==> config.mk <==
export PLATFORM = sky130hd
export DESIGN_NAME = uart_rx_cfg
export DESIGN_NICKNAME = d
export VERILOG_FILES = /design/src/rtl/uart_pkg.sv /design/src/rtl/uart_rx_sampler.sv /design/src/rtl/uart_rx_cfg.sv
export SDC_FILE = /design/constraint.sdc
export NUM_CORES = 1
export LEC_CHECK = 0
export CAP_MARGIN = 15
export CORE_AREA = 2 2 99 101
export DETAILED_ROUTE_END_ITERATION = 8
export DIE_AREA = 0 0 101 103
export HOLD_SLACK_MARGIN = 0.08
export MAX_ROUTING_LAYER = met4
export PLACE_DENSITY_LB_ADDON = 0.1
export SKIP_CTS_REPAIR_TIMING = 1
export SYNTH_ARGS = -nofsm -noshare
export SYNTH_HDL_FRONTEND = slang
export SYNTH_HIERARCHICAL = 1
export SYNTH_SLANG_ARGS = --single-unit
==> constraint.sdc <==
create_clock -name clk -period 2 [get_ports clk]
set_input_delay 0.3 -clock clk [delete_from_list [all_inputs] [get_ports clk]]
set_output_delay 0.3 -clock clk [all_outputs]
set_load 0.02 [all_outputs]
==> run_1/congestion_map.png <==
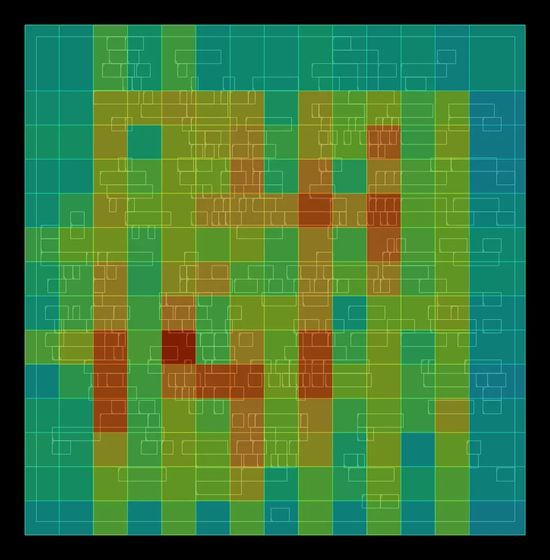
grt met3 use: 0.0251
met2 GRT Util: 0.202
WL/cell: 14.3 um

==> run_1/pinout.png <==
Pins as bars across the die edge, other pins in grey.
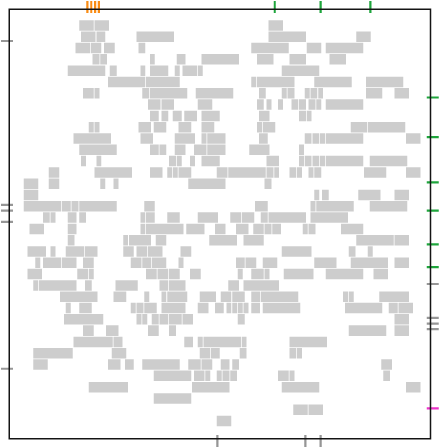
Orange stands for cfg_data_bits, pins 4, direction input, edge top. Magenta stands for reset_n, pins 1, direction input, edge right. Green stands for rx_data, pins 9, direction output, edge 6 right, 3 top.
Die Ht: 103 um
Die W: 101 um
Port Buf Inserts: 25

==> run_1/class_map.png <==
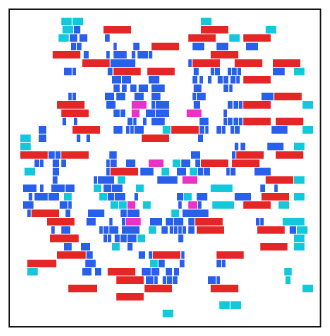
Cyan stands for remaining buffers and delay cells, cells 48, share of their area 14%. Magenta stands for clock drivers and dummy loads, cells 8, share of their area 2.9%. Red stands for registers, cells 50, share of their area 39%. Blue stands for remaining logic cells, cells 206, share of their area 43%.
FP Rows: 36
CORE AREA: 9460 sq um
fraction of area in registers: 0.377

==> impl_metrics.ini, run 1 <==
; generated from flow reports
[status]
status = completed

[synthesis]
ys_cells = 268
enable_flop_cells = 0
ys_warn_count = 6
synthTopCellsByArea = dfrtp_1, nand2_1, dfstp_2
netlist_instances = 268

[die]
nWellTaps = 114

[drt]
initialDrtViolationCount = 71
drt-met1-wl_um = 2890

[timing]
setup_viol = 0
tightest_slew_ps = 574
maxSlewViolCount = 0

[power]
combPwrFrac = 0.397
netSwitchingPower_mw = 1.29
power_clock_uw = 618
sw_frac_of_total = 0.386
pg_comb_mw = 1.33

[global_routing]
antenna_found_initial = 0
grt_pass1_vias = 2031

[final_layout]
comb_area_sq_um = 1340
largest_cell_class = combinational gates
==> run_1/clock_wires.png <==
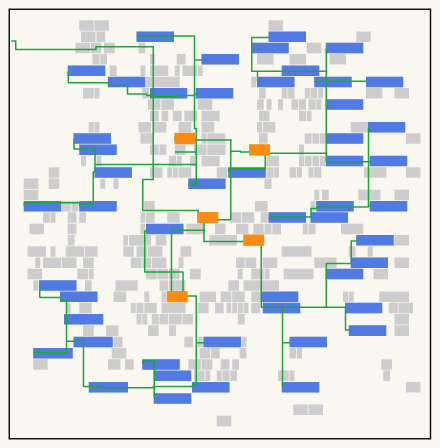

## Run 2: what changed since run 1
Settings changed: CORE_AREA 2 2 99 101 to 2 2 95 97, DIE_AREA 0 0 101 103 to 0 0 97 99, SYNTH_HIERARCHICAL 1 to default.
==> run_2/clock_wires.png <==
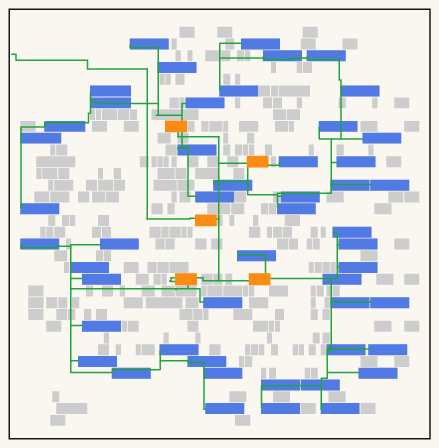
Blue stands for flip-flops, count 50. Green stands for clock wires, length 686 um. Orange stands for clock-net drivers, count 5.
Position of the flops: all over the die.
Clk power: 731 uW
clk ins delay skew pair: 310 ps

==> run_2/layers.png <==
Only two layers are drawn.
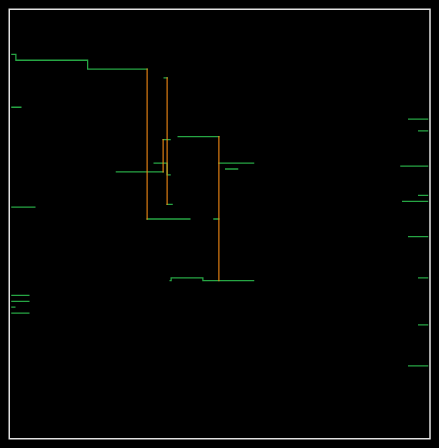
Green stands for M3, wire length 160 um. Orange stands for M4, wire length 105 um.
total track usage: 0.123
final WL: 5300 um
WL/cell: 12.7 um
routed vias: 1944

==> impl_metrics.ini, run 2 <==
; generated from flow reports
[drt]
drt-met1-wl_um = 2690
initialDrtViolationCount = 92

[status]
violations = setup timing
status = finished, violations left

[global_routing]
antenna_found_initial = 0
grt_pass1_vias = 1901
gr-usage-met2 = 0.185

[synthesis]
netlist_instances = 256
enable_flop_cells = 0
ys_warn_count = 0
synthTopCellsByArea = dfrtp_1, nand2_1, o21ai_0

[final_layout]
seq_share = 0.387
comb_area_sq_um = 1220

[timing]
setup_viol = 2
tightest_slew_ps = 484
setup_ws_ps = -15.9

[power]
pg_comb_mw = 1.41
netSwitchingPower_mw = 1.19

[die]
die_h_um = 99
core-area_sq_um = 8550
rows = 34
nWellTaps = 108
die_w_um = 97

[placed_design]
numPortBuffers = 25
Power figures rest on the tool's default switching activity, not on a simulated workload.
